## src/rtl/alu_pkg.sv

```systemverilog
`default_nettype none
//============================================================================
// Module      : alu_pkg
// Description : Shared definitions for the two-stage add/subtract pipeline:
//               operation encoding, flag bit positions and small decode
//               helpers used by both pipeline stages.
// Revision    : 1.0  initial release
//============================================================================
package alu_pkg;

  // Operation encoding as presented on the mode port.
  typedef enum logic [1:0] {
    ADD    = 2'b00,
    SUB    = 2'b01,
    PASS_B = 2'b10,
    NOT_B  = 2'b11
  } mode_e;

  // Bit positions inside the 4-bit flags word {N,Z,C,V}.
  localparam int FLAG_N = 3;
  localparam int FLAG_Z = 2;
  localparam int FLAG_C = 1;
  localparam int FLAG_V = 0;

  // ADD/SUB produce meaningful carry and overflow; the B-only modes do not.
  function automatic logic mode_is_arith(input mode_e m);
    return (m == ADD) || (m == SUB);
  endfunction

  // SUB adds ~b (+1), NOT_B passes ~b through a zero A operand.
  function automatic logic mode_inverts_b(input mode_e m);
    return (m == SUB) || (m == NOT_B);
  endfunction

  // The +1 of two's-complement subtraction enters as the low carry-in.
  function automatic logic mode_carry_in(input mode_e m);
    return (m == SUB);
  endfunction

endpackage : alu_pkg
`default_nettype wire

```

## src/rtl/addsub_slice.sv

```systemverilog
`default_nettype none
//============================================================================
// Module      : addsub_slice
// Description : One slice of the add/subtract datapath. Optionally inverts
//               the B operand, then adds A, conditioned B and a carry-in.
// Ports       : a, b       - W-bit operands
//               invert     - 1: use ~b instead of b
//               carry_in   - carry into bit 0 of the slice
//               sum        - W-bit sum
//               carry_out  - carry out of bit W-1
// Revision    : 1.0  initial release
//============================================================================
module addsub_slice #(
  parameter int W = 32
) (
  input  logic [W-1:0] a,
  input  logic [W-1:0] b,
  input  logic         invert,
  input  logic         carry_in,
  output logic [W-1:0] sum,
  output logic         carry_out
);

  logic [W-1:0] w_b_cond;
  logic [W:0]   w_total;

  assign w_b_cond = b ^ {W{invert}};

  // One extra bit on every term so the carry out of bit W-1 lands in w_total[W].
  assign w_total = {1'b0, a} + {1'b0, w_b_cond} + {{W{1'b0}}, carry_in};

  assign sum       = w_total[W-1:0];
  assign carry_out = w_total[W];

endmodule : addsub_slice
`default_nettype wire

```

## src/rtl/addsub_pipe.sv

```systemverilog
`default_nettype none
//============================================================================
// Module      : addsub_pipe
// Description : Two-stage pipelined adder/subtractor with NZCV flags and a
//               valid/ready handshake on both sides.
//               Stage 1 adds the low LO_W bits and registers the low sum,
//               its carry, the conditioned upper operands and the mode.
//               Stage 2 adds the upper slice and forms result and flags.
// Ports       : clk        - clock, rising edge
//               reset_n    - asynchronous active-low reset
//               in_valid   - operation presented
//               in_ready   - operation accepted this cycle
//               a, b       - WIDTH-bit operands
//               mode       - 00 ADD, 01 SUB, 10 PASS_B, 11 NOT_B
//               out_valid  - result/flags valid
//               out_ready  - consumer takes the result
//               result     - WIDTH-bit result
//               flags      - {N,Z,C,V}
// Revision    : 1.0  initial release
//============================================================================
module addsub_pipe
  import alu_pkg::*;
#(
  parameter int WIDTH = 64,
  parameter int LO_W  = WIDTH / 2
) (
  input  logic             clk,
  input  logic             reset_n,
  input  logic             in_valid,
  output logic             in_ready,
  input  logic [WIDTH-1:0] a,
  input  logic [WIDTH-1:0] b,
  input  logic [1:0]       mode,
  output logic             out_valid,
  input  logic             out_ready,
  output logic [WIDTH-1:0] result,
  output logic [3:0]       flags
);

  localparam int HI_W = WIDTH - LO_W;

  //--------------------------------------------------------------------------
  // Handshake control
  //--------------------------------------------------------------------------
  logic r_s1_valid;
  logic r_out_valid;
  logic w_s2_adv;
  logic w_s1_adv;
  logic w_s1_load;
  logic w_s2_load;

  // Output stage moves when empty or being drained; stage 1 moves when empty
  // or when stage 2 is moving. This gives full throughput and lets capture
  // and delivery share one edge without a bubble.
  assign w_s2_adv  = !r_out_valid || out_ready;
  assign w_s1_adv  = !r_s1_valid || w_s2_adv;
  assign in_ready  = w_s1_adv;

  // Datapath registers only load when a real operation moves into them.
  assign w_s1_load = in_valid && w_s1_adv;
  assign w_s2_load = r_s1_valid && w_s2_adv;

  //--------------------------------------------------------------------------
  // Stage 1: operand conditioning and low-slice addition
  //--------------------------------------------------------------------------
  mode_e            w_mode;
  logic             w_arith;
  logic             w_invert;
  logic             w_cin;
  logic [WIDTH-1:0] w_a_op;
  logic [HI_W-1:0]  w_b_hi_cond;
  logic [LO_W-1:0]  w_lo_sum;
  logic             w_lo_carry;

  assign w_mode   = mode_e'(mode);
  assign w_arith  = mode_is_arith(w_mode);
  assign w_invert = mode_inverts_b(w_mode);
  assign w_cin    = mode_carry_in(w_mode);

  // PASS_B and NOT_B reuse the adder with A forced to zero: 0 + b (or ~b)
  // with no carry-in gives the required result and a zero carry.
  assign w_a_op = w_arith ? a : '0;

  // Upper B bits are conditioned here so stage 2 only has to add.
  assign w_b_hi_cond = b[WIDTH-1:LO_W] ^ {HI_W{w_invert}};

  addsub_slice #(
    .W (LO_W)
  ) u_slice_lo (
    .a         (w_a_op[LO_W-1:0]),
    .b         (b[LO_W-1:0]),
    .invert    (w_invert),
    .carry_in  (w_cin),
    .sum       (w_lo_sum),
    .carry_out (w_lo_carry)
  );

  logic [LO_W-1:0] r_s1_sum_lo;
  logic            r_s1_carry_lo;
  logic [HI_W-1:0] r_s1_a_hi;
  logic [HI_W-1:0] r_s1_b_hi;
  mode_e           r_s1_mode;

  always_ff @(posedge clk or negedge reset_n) begin
    if (!reset_n) begin
      r_s1_valid <= 1'b0;
    end else if (w_s1_adv) begin
      r_s1_valid <= in_valid;
    end
  end

  always_ff @(posedge clk or negedge reset_n) begin
    if (!reset_n) begin
      r_s1_sum_lo   <= '0;
      r_s1_carry_lo <= 1'b0;
      r_s1_a_hi     <= '0;
      r_s1_b_hi     <= '0;
      r_s1_mode     <= ADD;
    end else if (w_s1_load) begin
      r_s1_sum_lo   <= w_lo_sum;
      r_s1_carry_lo <= w_lo_carry;
      r_s1_a_hi     <= w_a_op[WIDTH-1:LO_W];
      r_s1_b_hi     <= w_b_hi_cond;
      r_s1_mode     <= w_mode;
    end
  end

  //--------------------------------------------------------------------------
  // Stage 2: upper-slice addition and flag generation
  //--------------------------------------------------------------------------
  logic [HI_W-1:0]  w_hi_sum;
  logic             w_hi_carry;
  logic [WIDTH-1:0] w_res;
  logic [3:0]       w_flags;
  logic             w_s2_arith;
  logic             w_a_sign;
  logic             w_b_sign;

  // B is already conditioned, so no inversion in the upper slice.
  addsub_slice #(
    .W (HI_W)
  ) u_slice_hi (
    .a         (r_s1_a_hi),
    .b         (r_s1_b_hi),
    .invert    (1'b0),
    .carry_in  (r_s1_carry_lo),
    .sum       (w_hi_sum),
    .carry_out (w_hi_carry)
  );

  assign w_res      = {w_hi_sum, r_s1_sum_lo};
  assign w_s2_arith = mode_is_arith(r_s1_mode);
  assign w_a_sign   = r_s1_a_hi[HI_W-1];
  assign w_b_sign   = r_s1_b_hi[HI_W-1];

  always_comb begin
    w_flags         = 4'b0000;
    w_flags[FLAG_N] = w_res[WIDTH-1];
    w_flags[FLAG_Z] = (w_res == '0);
    // Carry out of the top bit; for SUB a set carry means "no borrow".
    w_flags[FLAG_C] = w_s2_arith && w_hi_carry;
    // Overflow: adder inputs share a sign (after B inversion) but the sum's
    // sign differs from it.
    w_flags[FLAG_V] = w_s2_arith && (w_a_sign == w_b_sign) &&
                      (w_hi_sum[HI_W-1] != w_a_sign);
  end

  logic [WIDTH-1:0] r_result;
  logic [3:0]       r_flags;

  always_ff @(posedge clk or negedge reset_n) begin
    if (!reset_n) begin
      r_out_valid <= 1'b0;
    end else if (w_s2_adv) begin
      r_out_valid <= r_s1_valid;
    end
  end

  always_ff @(posedge clk or negedge reset_n) begin
    if (!reset_n) begin
      r_result <= '0;
      r_flags  <= 4'b0000;
    end else if (w_s2_load) begin
      r_result <= w_res;
      r_flags  <= w_flags;
    end
  end

  assign out_valid = r_out_valid;
  assign result    = r_result;
  assign flags     = r_flags;

endmodule : addsub_pipe
`default_nettype wire

```

## config.mk

```make
export PLATFORM = sky130hd
export DESIGN_NAME = addsub_pipe
export DESIGN_NICKNAME = d
export VERILOG_FILES = /design/src/rtl/alu_pkg.sv /design/src/rtl/addsub_slice.sv /design/src/rtl/addsub_pipe.sv
export SDC_FILE = /design/constraint.sdc
export NUM_CORES = 1
export LEC_CHECK = 0
export CAP_MARGIN = 30
export CORE_UTILIZATION = 35
export DETAILED_ROUTE_END_ITERATION = 8
export PLACE_DENSITY = 0.55
export SLEW_MARGIN = 0
export SYNTH_ARGS = -nofsm -noshare
export SYNTH_HDL_FRONTEND = slang
export SYNTH_SLANG_ARGS = --single-unit
export TNS_END_PERCENT = 30
```

## constraint.sdc

```tcl
create_clock -name clk -period 4.7 [get_ports clk]
set_input_delay 0.705 -clock clk [delete_from_list [all_inputs] [get_ports clk]]
set_output_delay 0.705 -clock clk [all_outputs]
set_load 0.05 [all_outputs]
```

==> results.tsv, run 1 <==
metric	value	unit
fin. max-slew vios	0	
htree depth	4	
total power	6.30	mW
worst-path cell chain	fa_1 > fa_1 > a211oi_1 > o21ai_2 > a211oi_2 > o41a_1 > a2111oi_0 > or3_1 > a2111oi_0 > nand4_1 > o31ai_2	
mux share	4.76	%
top_reg_cell synth	dfrtp_1	
gr usage total	20.1	%
met3 GRT Util	2.90	%
hold crit path type	in2async	
grt met2 use	34.2	%
P_seq	2.09	mW
I/O Buffers	203	
max_slew headroom	39.2	%
routed length per instance	17.5	um
Post-synth seq share	39.5	%
Worst Path Buf+Inv	0	
post-synthesis cell type count	67	
Clk pwr share	21.4	%
sequential cell area share	30.8	%
Clock Latency Late Sink	0.44	ns
Taps Inserted	390	
inverter count	23	
Critical Path RT	5.04	ns
clock slew at reported path FFs	0.07	ns
CTS tree	built	
fp util	35.6	%
top cells, area	dfrtp_1 40%, ha_1 7.3%, o21ai_0 6.2%, nand2_1 5.9%, mux2_2 4.5%	
post-route cell area	0.0136	mm2
Largest cell class	logic gates	
Crit path arrival time	4.49	ns
Post-CTS Setup Bufs	0	
Routed met1 length	14200	um
initial antenna violation count	2	
Post-Place Cells	1697	
status	finished clean	
number of nets at floorplan	1346	
top sig layer	met4	
drt total wl	30300	um
Chip Area, Yosys	0.0106	mm2
Layout Utilization	45.7	%
Hold Vio Cnt, Final	0	
Synth top cells by count	167 x dfrtp_1, 165 x nand2_1, 130 x o21ai_0, 62 x ha_1, 53 x xnor2_1	
Synth top cell by count	dfrtp_1	
pre-CTS setup slack	0.173	ns
busiest grt layer	met2	
Syn-to-layout area delta	28.3	%
CP max FO	5	
simple share	17.3	%
via count	8908	
fmax	0.241	GHz
met3 routed WL	1170	um
DP Wirelength	23300	um
antenna viol nets, final	0	
Avg Inst Size Synth	9.23	um2
fin cells	1731	
run 1: layout by cell type, fill, tap and decap left out, types with 4 or more instances in the layout:
cell type and count:
nor2_1 27, inv_6 5, a2111oi_0 6, buf_4 12, and3_1 6, xnor2_1 53, nor3_1 13, o21a_1 10
or3_1 9, a21o_1 19, inv_1 23, xor2_1 47, nand4_1 11, o21bai_1 6, o211ai_1 9, nor4_1 8
a21boi_0 4, nand3b_1 4, nand2b_1 40, ha_1 62, nand2_1 163, a211oi_1 10, o21ai_0 130, mux2_2 42
clkdlybuf4s50_1 200, and2_1 15, o31ai_1 17, a31oi_1 4, nor2b_1 37, a31o_2 7, fa_1 4, a21oi_1 51
or4_1 6, clkbuf_16 17, dfrtp_1 167, nand3_1 20, o41ai_1 6, a211o_1 5
run 1: path summary, 6_finish.rpt:
path                               start             to  slack, ns  cells past startpoint
setup reg to reg           r_s1_carry_lo       flags[2]       0.55                     11
setup / recovery           r_s1_carry_lo       flags[2]       0.55                     11
max in group asynchronous        reset_n     result[28]       3.30                      2
hold reg to reg                 flags[0]       flags[0]       0.48                      2
min in group clk                flags[0]       flags[0]       0.48                      2
hold / removal                   reset_n  r_s1_b_hi[10]       0.33                      1
run 1: registers in the layout (all words and copies together), names as in the netlist:
register	cells
flags	3
out_valid	1
r_s1_a_hi	32
r_s1_b_hi	32
r_s1_carry_lo	1
r_s1_mode	1
r_s1_sum_lo	32
r_s1_valid	1
result	64
run 1: logic make-up after synthesis:
kind of cell	Yosys count
and+or+nand+nor	371
AOI/OAI and AO/OA	319
DFF	167
xor gates and xnor gates	100
buffers and inverters	78
adders and majority gates	66
muxes	45
Run 1, layout detail:
Region (122, 122) to (142, 142) um. Cells in gray, sequential cells in the stronger gray; small squares are vias.
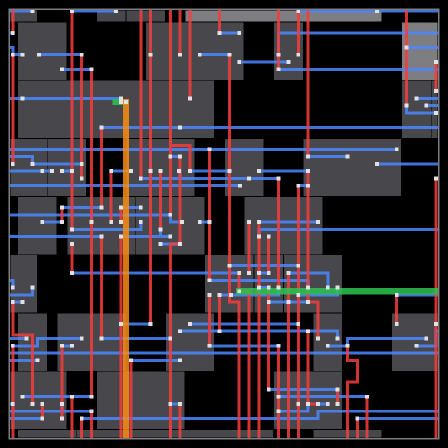
| color | layer |
|---|---|
| blue | M1 |
| red | M2 |
| green | M3 |
| orange | M4 |
cells with their middle in the window: 26
most frequent: nand2_1 (4), o31a_1 (2)
sequential cells in the window: 0

Run 1, metal 2:
(2 px per um)
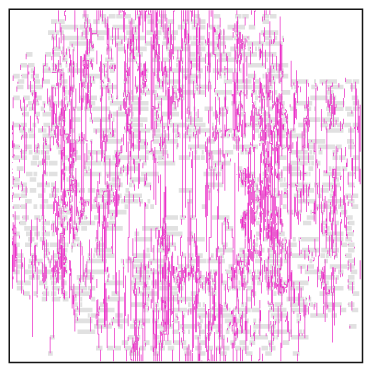
share of all routed wire: 48%
main direction: vertical
longest straight run: 77.7 um
nets with wire on the layer: 1236

Run 1, clock nets:
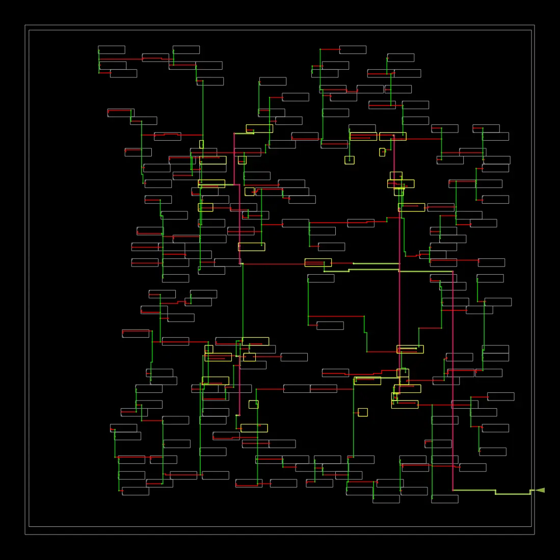
Power Clock: 1.35 mW
registers: 167
CTS Buf Count: 17
final setup skew: 0.0101 ns

Run 1, routed metal, one color a layer:
(3 px per um) Only two layers are drawn.
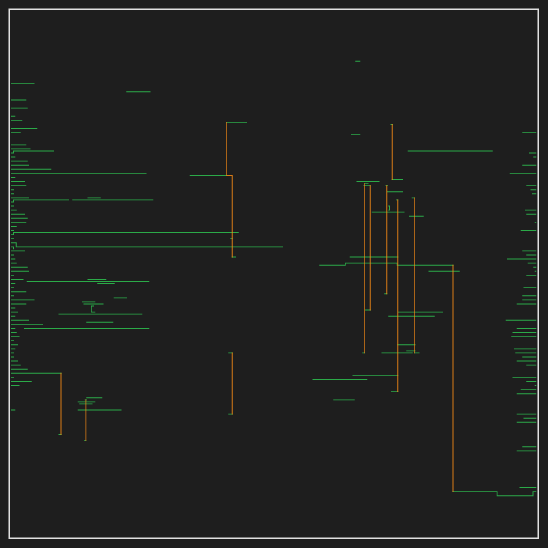
| color | layer | wire length |
|---|---|---|
| green | M3 | 1170 um |
| orange | M4 | 445 um |

==> run 2: changes to the inputs <==
--- a/config.mk
+++ b/config.mk
@@ -9,6 +9,7 @@
 export CORE_UTILIZATION = 35
 export DETAILED_ROUTE_END_ITERATION = 8
 export PLACE_DENSITY = 0.55
+export SETUP_SLACK_MARGIN = 0.02
 export SLEW_MARGIN = 0
 export SYNTH_ARGS = -nofsm -noshare
 export SYNTH_HDL_FRONTEND = slang
Run 2, clock nets:
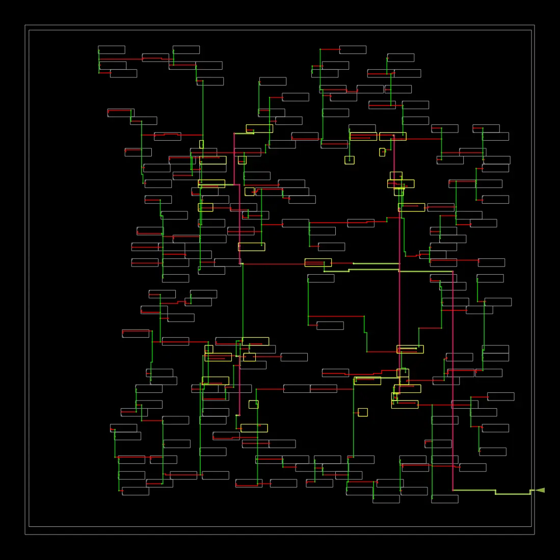
Clock Latency Late Sink: 0.44 ns
layout clock buffer count: 19
CTS sink count: 167

==> run 2 against run 1 <==
  * Global-route usage stayed put
  * Critical path depth unchanged
  * Combinational power hardly changed
  * Maximum frequency stayed put
  * Die area stayed put
  * Highest routed layer unchanged
  * Non-clock buffer count stayed put
  * Core utilization is the same
  * Count of clock-buffer cells in the layout unchanged
  * Register-to-register slack about the same
  * Final cell count stayed put
  * Sequential share of layout area unchanged
  * Final area unchanged
==> results.tsv, run 2 <==
metric	value	unit	change
Post-synth seq share	39.5	%	unchanged
Storage cell area	0.00418	mm2	
Hold Vio Cnt, Final	0		unchanged
critical path launch point type	register		
number of fillers in the final layout	2908		
Worst VDD drop	0.252	mV	
layout cell share with drive strength beyond 1	7.92	%	
1st-pass router iterations	4		
Chip Area, Yosys	0.0106	mm2	unchanged
fin nets	1526		
hold crit path type	in2async		
number of nets at floorplan	1346		unchanged
CTS tree	built		
Vias/cell	5.15		
CP max FO	5		unchanged
fin. max-slew vios	0		unchanged
crit-path max cell delay	0.50	ns	
gp weighted congestion	0.911		
simple share	17.3	%	unchanged
fin cells	1731		unchanged
total power	6.30	mW	unchanged
Post-Place Cells	1697		unchanged
I/O Buffers	203		unchanged
mux share	4.76	%	unchanged
Synth top cell by count	dfrtp_1		
max_slew headroom	39.2	%	unchanged
area fraction in compound gates	19.2	%	
flop2flop setup slack	0.55	ns	about the same
Pwr Density	464	mW/mm2	
Crit path arrival time	4.49	ns	about the same
antenna viol nets, final	0		unchanged
final setup skew	0.0101	ns	unchanged
Reg2Reg Depth	11		unchanged
CTS Buf Count	17		unchanged
Top Layout Cells	200 x clkdlybuf4s50_1, 167 x dfrtp_1, 163 x nand2_1		
clock slew at reported path FFs	0.07	ns	about the same
fp util	35.6	%	unchanged
htree depth	4		unchanged
fmax	0.241	GHz	unchanged
Logic family by area	AND-OR/OR-AND gates		
Critical Path RT	5.04	ns	about the same
initial antenna violation count	2		unchanged
gr usage total	20.1	%	unchanged
drt total wl	30300	um	unchanged
status	finished clean		
most numerous logic cell after layout	clkdlybuf4s50_1		
top_reg_cell synth	dfrtp_1		
Residual DRC	0		
Post-CTS Setup Bufs	0		unchanged
vias in the first global route	9110		
Mapped Area	0.0106	mm2	
First DRT Iteration DRCs	463		
Syn-to-layout area delta	28.3	%	unchanged
critical path class	reg2reg		
worst-path cell chain	fa_1 > fa_1 > a211oi_1 > o21ai_2 > a211oi_2 > o41a_1 > a2111oi_0 > or3_1 > a2111oi_0 > nand4_1 > o31ai_2		
largest net degree at the start of global routing	93		
multi-input logic area	0.00611	mm2	
CORE AREA	0.0297	mm2	
Synth top cells by count	167 x dfrtp_1, 165 x nand2_1, 130 x o21ai_0, 62 x ha_1, 53 x xnor2_1		
max FFs per register	64		unchanged
post-synthesis cell type count	67		unchanged
DP Wirelength	23300	um	unchanged
Max Cap Violations	0		
via count	8908		unchanged
Avg Inst Size Synth	9.23	um2	unchanged
chip area	0.0309	mm2	
top cells, area	dfrtp_1 40%, ha_1 7.3%, o21ai_0 6.2%, nand2_1 5.9%, mux2_2 4.5%		
fin crit period	4.15	ns	
CP Capture Type	register		
routed length per instance	17.5	um	unchanged
Post-synth EDFFs	0		
[run 2: cell type report]
type	count	area share, %
multi-input cells	901	45.0
well taps	390	3.60
repair buffers	216	15.8
flip-flops and latches	167	30.8
clock inverters	13	0.820
inverters	23	0.636
diodes	2	0.0369
clock buffers	19	3.26
[run 2: cells by family after synthesis]
kind of cell               Yosys count
AOI/OAI and AO/OA                  319
xor gates and xnor gates           100
adders and majority gates           66
buffers and inverters               78
DFF                                167
muxes                               45
and+or+nand+nor                    371
[run 2: worst paths after layout]
check                              startpoint            end
worst max register to register  r_s1_carry_lo       flags[2]
worst min-delay path                  reset_n  r_s1_b_hi[10]
min in group clk                     flags[0]       flags[0]
worst min register to register       flags[0]       flags[0]
max in group asynchronous             reset_n     result[28]
worst max-delay path            r_s1_carry_lo       flags[2]
[run 2: per-layer routing]
metal	track usage (%)	wire, um	up-vias
met5	0	0	-
met4	5.62	444	0
met1	26.4	14200	4217
met3	2.90	1170	27
met2	34.2	14600	201
li1	-	-	4463
[run 2: critical path: cells and delay by family, from the launching register on]
kind / cells / cell delay [ns]
flops: 1 / 0.43
compound gates: 7 / 2.14
fa+ha+maj: 2 / 0.92
simple gates: 2 / 0.55
[run 2: through the flow]
step                      util [%]  area (um2)  setup slack, ns
final                         45.7       13600            0.552
after global routing          45.7       13600            0.240
after CTS                     45.7       13600            0.571
after detailed placement      43.8       13000            0.173
after global placement        43.8       13000            0.209
after floorplan                  -       10600            0.127
[run 2: power by group]
| part | internal (mW) | leakage, nW | switching [mW] |
|---|---|---|---|
| logic | 1.09 | 3.45 | 1.77 |
| registers | 1.81 | 2.07 | 0.279 |
| clock network | 0.709 | 0.271 | 0.640 |
Power and IR drop assume default switching activity.
